==> src/rtl/i2c_bus_arbiter.sv <==
// -----------------------------------------------------------------------------
// i2c_bus_arbiter
//
// Lets NREQ on-chip I2C masters share one open-drain bus (SCL/SDA pads).
// Requesters take turns in round-robin order. Once a requester owns the bus,
// it keeps it until its transaction is finished. The block watches START and
// STOP on the pads, so it also waits for external masters to finish.
//
// The block sits between the requesters' tristate controls and the IOBUF.
// The pad data outputs are tied low, so a tristate value of 0 pulls the line
// low.
//
// Optional feature (define the macro to enable it):
//   I2C_ARB_TIMEOUT_EN  An owner that holds the bus for TIMEOUT cycles is
//                       forced to release it, and timeout pulses for 1 cycle.
//
// Ports
//   clk            system clock
//   reset_n        synchronous reset, active low
//   req[NREQ]      level request, one bit per requester
//   grant[NREQ]    one-hot grant, all-zero when there is no owner
//   req_scl_t[NREQ], req_sda_t[NREQ]
//                  per-requester tristate controls (1 = release the line)
//   scl_i, sda_i   pad inputs (asynchronous, synchronised here)
//   scl_t, sda_t   pad tristate controls (registered)
//   scl_o, sda_o   pad data outputs, constant 0
//   bus_busy       a START has been seen and its STOP has not
//   timeout        1-cycle pulse on a forced release (0 without the macro)
//
// FSM states
//   state      | meaning
//   -----------+--------------------------------------------------------------
//   ST_IDLE    | no owner; grant when the bus has been free long enough
//   ST_OWNED   | one requester owns the bus; its scl_t/sda_t go to the pads
//   ST_RELEASE | drop the grant and release both lines, then return to idle
// -----------------------------------------------------------------------------
module i2c_bus_arbiter #(
  parameter int NREQ        = 2,
  parameter int FREE_CYCLES = 64,
  parameter int TIMEOUT     = 2**20
) (
  input  logic            clk,
  input  logic            reset_n,
  input  logic [NREQ-1:0] req,
  output logic [NREQ-1:0] grant,
  input  logic [NREQ-1:0] req_scl_t,
  input  logic [NREQ-1:0] req_sda_t,
  input  logic            scl_i,
  input  logic            sda_i,
  output logic            scl_t,
  output logic            sda_t,
  output logic            scl_o,
  output logic            sda_o,
  output logic            bus_busy,
  output logic            timeout
);

  localparam int IW = (NREQ > 1) ? $clog2(NREQ) : 1;
  localparam int FW = $clog2(FREE_CYCLES + 1);
  localparam logic [NREQ-1:0] GRANT_ONE = NREQ'(1);
  localparam logic [FW-1:0]   FREE_MAX  = FW'(FREE_CYCLES);

  if (NREQ < 1 || NREQ > 8 || FREE_CYCLES < 1 || TIMEOUT < 1) begin : g_param_check
    $error("i2c_bus_arbiter: parameter out of range");
  end

  typedef enum logic [1:0] {
    ST_IDLE    = 2'd0,
    ST_OWNED   = 2'd1,
    ST_RELEASE = 2'd2
  } state_t;

  state_t          state_q, state_d;
  logic [NREQ-1:0] grant_q, grant_d;
  logic [IW-1:0]   owner_q, owner_d;
  logic [IW-1:0]   rr_q, rr_d;
  logic            scl_t_q, scl_t_d;
  logic            sda_t_q, sda_t_d;
  logic            bus_busy_q, bus_busy_d;
  logic            timeout_q, timeout_d;
  logic [FW-1:0]   free_cnt_q, free_cnt_d;

  // Pad synchronisers. sda_s3 is the previous synced SDA and is used for
  // edge detection.
  logic scl_s1_q, scl_s1_d, scl_s2_q, scl_s2_d;
  logic sda_s1_q, sda_s1_d, sda_s2_q, sda_s2_d, sda_s3_q, sda_s3_d;

  logic          start_det;
  logic          stop_det;
  logic          timeout_hit;
  logic          pick_valid;
  logic [IW-1:0] pick_idx;
  logic [IW-1:0] pick_cand;
  logic [IW-1:0] rr_next;
  int            pick_pos;

  assign scl_o    = 1'b0;
  assign sda_o    = 1'b0;
  assign grant    = grant_q;
  assign scl_t    = scl_t_q;
  assign sda_t    = sda_t_q;
  assign bus_busy = bus_busy_q;
  assign timeout  = timeout_q;

  always_comb begin
    scl_s1_d = scl_i;
    scl_s2_d = scl_s1_q;
    sda_s1_d = sda_i;
    sda_s2_d = sda_s1_q;
    sda_s3_d = sda_s2_q;
  end

  // Only one SDA edge can appear per cycle, so START and STOP never overlap.
  assign start_det = scl_s2_q &  sda_s3_q & ~sda_s2_q;
  assign stop_det  = scl_s2_q & ~sda_s3_q &  sda_s2_q;

`ifdef I2C_ARB_TIMEOUT_EN
  logic [31:0] own_cnt_q, own_cnt_d;

  assign timeout_hit = (state_q == ST_OWNED) && (own_cnt_q == 32'(TIMEOUT - 1));

  always_comb begin
    own_cnt_d = '0;
    if (state_q == ST_OWNED && !timeout_hit) begin
      own_cnt_d = own_cnt_q + 32'd1;
    end
  end

  always_ff @(posedge clk) begin
    if (!reset_n) begin
      own_cnt_q <= '0;
    end else begin
      own_cnt_q <= own_cnt_d;
    end
  end
`else
  assign timeout_hit = 1'b0;
`endif

  // A forced release also ends the transaction from this block's point of
  // view. Otherwise a stuck owner would block the idle gate forever.
  always_comb begin
    bus_busy_d = bus_busy_q;
    if (timeout_hit) begin
      bus_busy_d = 1'b0;
    end else if (start_det) begin
      bus_busy_d = 1'b1;
    end else if (stop_det) begin
      bus_busy_d = 1'b0;
    end
  end

  // Counts consecutive cycles of a quiet bus with no owner. Because the
  // counter clears whenever there is an owner, FREE_CYCLES of idle bus always
  // separate two grants.
  always_comb begin
    free_cnt_d = free_cnt_q;
    if (bus_busy_q || !scl_s2_q || !sda_s2_q || state_q != ST_IDLE) begin
      free_cnt_d = '0;
    end else if (free_cnt_q != FREE_MAX) begin
      free_cnt_d = free_cnt_q + 1'b1;
    end
  end

  // Round-robin pick: the first set request at or after rr_q, wrapping to 0.
  always_comb begin
    pick_valid = 1'b0;
    pick_idx   = '0;
    pick_pos   = 0;
    pick_cand  = '0;
    for (int i = 0; i < NREQ; i++) begin
      pick_pos = int'(rr_q) + i;
      if (pick_pos >= NREQ) begin
        pick_pos = pick_pos - NREQ;
      end
      pick_cand = IW'(pick_pos);
      if (!pick_valid && req[pick_cand]) begin
        pick_valid = 1'b1;
        pick_idx   = pick_cand;
      end
    end
  end

  always_comb begin
    rr_next = pick_idx + 1'b1;
    if (int'(pick_idx) == NREQ - 1) begin
      rr_next = '0;
    end
  end

  always_comb begin
    state_d   = state_q;
    grant_d   = grant_q;
    owner_d   = owner_q;
    rr_d      = rr_q;
    scl_t_d   = scl_t_q;
    sda_t_d   = sda_t_q;
    timeout_d = 1'b0;

    case (state_q)
      ST_IDLE: begin
        grant_d = '0;
        scl_t_d = 1'b1;
        sda_t_d = 1'b1;
        if (free_cnt_q == FREE_MAX && pick_valid) begin
          state_d = ST_OWNED;
          owner_d = pick_idx;
          grant_d = GRANT_ONE << pick_idx;
          rr_d    = rr_next;
        end
      end

      ST_OWNED: begin
        scl_t_d = req_scl_t[owner_q];
        sda_t_d = req_sda_t[owner_q];
        if (timeout_hit) begin
          state_d   = ST_RELEASE;
          grant_d   = '0;
          scl_t_d   = 1'b1;
          sda_t_d   = 1'b1;
          timeout_d = 1'b1;
        end else if (!req[owner_q] && !bus_busy_q) begin
          // A dropped request waits for the matching STOP when a
          // transaction is open.
          state_d = ST_RELEASE;
        end
      end

      ST_RELEASE: begin
        grant_d = '0;
        scl_t_d = 1'b1;
        sda_t_d = 1'b1;
        state_d = ST_IDLE;
      end

      default: begin
        state_d = ST_IDLE;
        grant_d = '0;
        scl_t_d = 1'b1;
        sda_t_d = 1'b1;
      end
    endcase
  end

  always_ff @(posedge clk) begin
    if (!reset_n) begin
      state_q    <= ST_IDLE;
      grant_q    <= '0;
      owner_q    <= '0;
      rr_q       <= '0;
      scl_t_q    <= 1'b1;
      sda_t_q    <= 1'b1;
      bus_busy_q <= 1'b0;
      timeout_q  <= 1'b0;
      free_cnt_q <= '0;
      scl_s1_q   <= 1'b0;
      scl_s2_q   <= 1'b0;
      sda_s1_q   <= 1'b0;
      sda_s2_q   <= 1'b0;
      sda_s3_q   <= 1'b0;
    end else begin
      state_q    <= state_d;
      grant_q    <= grant_d;
      owner_q    <= owner_d;
      rr_q       <= rr_d;
      scl_t_q    <= scl_t_d;
      sda_t_q    <= sda_t_d;
      bus_busy_q <= bus_busy_d;
      timeout_q  <= timeout_d;
      free_cnt_q <= free_cnt_d;
      scl_s1_q   <= scl_s1_d;
      scl_s2_q   <= scl_s2_d;
      sda_s1_q   <= sda_s1_d;
      sda_s2_q   <= sda_s2_d;
      sda_s3_q   <= sda_s3_d;
    end
  end

endmodule
==> config.mk <==
export PLATFORM = sky130hd
export DESIGN_NAME = i2c_bus_arbiter
export DESIGN_NICKNAME = d
export VERILOG_FILES = /design/src/rtl/i2c_bus_arbiter.sv
export SDC_FILE = /design/constraint.sdc
export NUM_CORES = 1
export LEC_CHECK = 0
export ABC_AREA = 1
export CAP_MARGIN = 10
export CELL_PAD_IN_SITES_DETAIL_PLACEMENT = 0
export CELL_PAD_IN_SITES_GLOBAL_PLACEMENT = 2
export CORE_MARGIN = 5
export CORE_UTILIZATION = 30
export CTS_CLUSTER_DIAMETER = 200
export CTS_CLUSTER_SIZE = 25
export DETAILED_ROUTE_END_ITERATION = 6
export PLACE_DENSITY_LB_ADDON = 0.1
export SYNTH_ARGS = -nofsm -noshare
export SYNTH_HDL_FRONTEND = slang
export SYNTH_SLANG_ARGS = --single-unit
==> constraint.sdc <==
create_clock -name clk -period 2.55 [get_ports clk]
set_clock_uncertainty 0.1 [all_clocks]
set_input_delay 0.51 -clock clk [delete_from_list [all_inputs] [get_ports clk]]
set_output_delay 0.51 -clock clk [all_outputs]
set_load 0.01 [all_outputs]
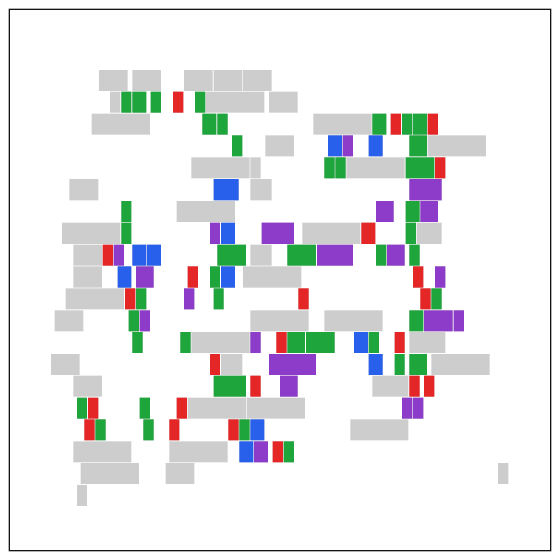
*Gate-type map*
Blue shows aoi and oai cells, cells 12. Purple shows nor cells, cells 21. Green shows nand cells, cells 42. Red shows inv cells, cells 23.

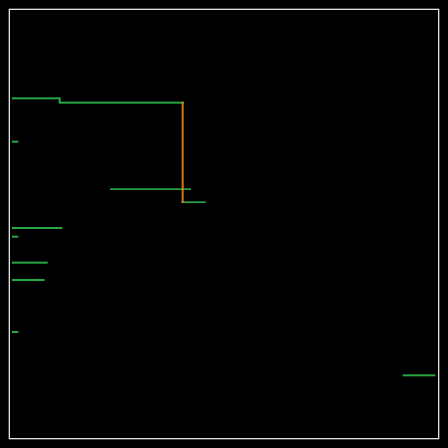
*Routed metal, one colour a layer*
Only two layers are drawn.
Green shows M3, wire length 67.8 um. Orange shows M4, wire length 15.6 um.

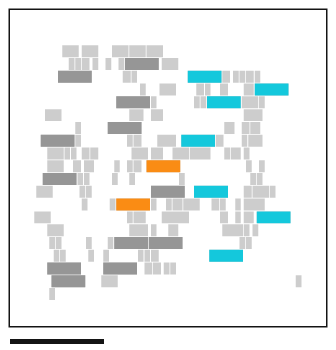
*Register map, names as in the netlist*
Bar = 20 um. Other sequential cells in the stronger grey, the rest of the logic in the fainter grey.
Cyan shows `free_cnt_q`, flops 7. Orange shows `state_q`, flops 2.

==> flow_summary.html <==
<h3>Run summary</h3>
<table>
<tr><th>Metric</th><th>Value</th></tr>
<tr><th colspan="2">Clocking</th></tr>
<tr><td># clock sinks</td><td>21</td></tr>
<tr><td>Total clock buffers created by CTS</td><td>3</td></tr>
<tr><td>Clock transition at the register clock pins on the worst setup and hold paths after CTS</td><td>0.12 ns</td></tr>
<tr><th colspan="2">Cells and area</th></tr>
<tr><td>Most frequent standard cell in the layout excluding fill and tap cells</td><td>nand2_1</td></tr>
<tr><td>Commonest cells after routing, fill and taps aside</td><td>nand2_1, dfxtp_1, inv_1</td></tr>
<tr><td>Non-clock buffer count in the final layout</td><td>14</td></tr>
<tr><th colspan="2">Worst hold path</th></tr>
<tr><td>Hold Path Depth</td><td>2</td></tr>
<tr><td>Class of the most critical hold timing path</td><td>flip-flop to flip-flop</td></tr>
<tr><th colspan="2">Global route</th></tr>
<tr><td>Total routing usage reported by global routing</td><td>9.529%</td></tr>
<tr><th colspan="2">Critical path</th></tr>
<tr><td>Critical path origin</td><td>bus_busy$_SDFFE_PN0P_</td></tr>
<tr><td>Crit-path cells</td><td>clkdlybuf4s50_1</td></tr>
<tr><td>Source of the worst register-to-register timing path</td><td>free_cnt_q[0]$_SDFFE_PP0P_</td></tr>
<tr><td>Peak fanout along the critical path</td><td>5</td></tr>
<tr><td>Critical path arrival</td><td>1.32 ns</td></tr>
<tr><th colspan="2">Drt</th></tr>
<tr><td>Number of antenna-violating nets in the routed design</td><td>0</td></tr>
<tr><td>Detailed-route via count</td><td>761</td></tr>
<tr><td>Per-cell routed wire length</td><td>9.813 um</td></tr>
<tr><td>Initial DRT Pass Iterations</td><td>4</td></tr>
<tr><th colspan="2">Timing</th></tr>
<tr><td>Setup-failing EPs final</td><td>0</td></tr>
<tr><td>Total negative slack</td><td>0 ns</td></tr>
<tr><th colspan="2">Yosys</th></tr>
<tr><td>Post-Syn Area per Cell</td><td>7.744 um^2</td></tr>
<tr><td>Number of warnings issued by yosys</td><td>0</td></tr>
<tr><td>Flops &amp; latches, synth</td><td>21</td></tr>
<tr><td>Library cell with the largest summed area after synthesis</td><td>dfxtp_1</td></tr>
<tr><th colspan="2">Pwr</th></tr>
<tr><td>Clk network pwr share</td><td>30.6%</td></tr>
<tr><th colspan="2">Flow run</th></tr>
<tr><td>Max-cap violations</td><td>0</td></tr>
<tr><th colspan="2">Run status</th></tr>
<tr><td>Outcome</td><td>finished clean</td></tr>
</table>
per-layer routing:
metal	global-route usage [%]	share of wire, %	wire length, um	up-vias
li1	-	-	-	413
met1	11.66	46	853	336
met2	15.71	49	899	10
met3	2.662	3.7	67	2
met4	3.797	0.82	15	0
met5	0	0	0	-
power by group through the flow:
stage / Sequential [W] / Clock, W / Combinational, W
after floorplan: 0.000340 / 0 / 0.0000201
after global placement: 0.000341 / 0 / 0.0000316
after detailed placement: 0.000341 / 0 / 0.0000318
after CTS: 0.000333 / 0.000175 / 0.0000319
after global routing: 0.000334 / 0.000188 / 0.0000350
final: 0.000333 / 0.000161 / 0.0000316
stage by stage:
stage / cell area, um^2 / hold slack [ns] / utilization [%] / power (W) / instances
after CTS: 1179 / 0.3349 / 37.98 / 0.0005401 / 187
final: 1179 / 0.3293 / 37.98 / 0.0005258 / 187
after floorplan: 991.0 / 0.2905 / - / 0.0003605 / 129
after detailed placement: 1152 / 0.3092 / 37.14 / 0.0003726 / 183
after global placement: 1152 / 0.3038 / 37.14 / 0.0003723 / 183
after global routing: 1179 / 0.3525 / 37.98 / 0.0005570 / 187
kinds of logic (layout without fill, tap and decap cells):
group | count (synthesis) | in the layout | share of synthesized area (%)
AOI/OAI and AO/OA | 12 | 12 | 6.487
other | 1 | 3 | 0.3813
xor gates and xnor gates | 1 | 1 | 0.8907
adders and majority gates | 2 | 2 | 2.544
DFF | 21 | 21 | 42.75
buffers and inverters | 27 | 41 | 12.34
and+or+nand+nor | 63 | 63 | 34.61
sequential cells by signal, indices dropped and copies added, names as in the netlist:
signal,flops
sda_s2_q,1
state_q,2
free_cnt_q,7
scl_s2_q,1
scl_t,1
sda_t,1
bus_busy,1
sda_s1_q,1
owner_q,1
grant,2
sda_s3_q,1
scl_s1_q,1
rr_q,1
Power and IR drop assume default switching activity.
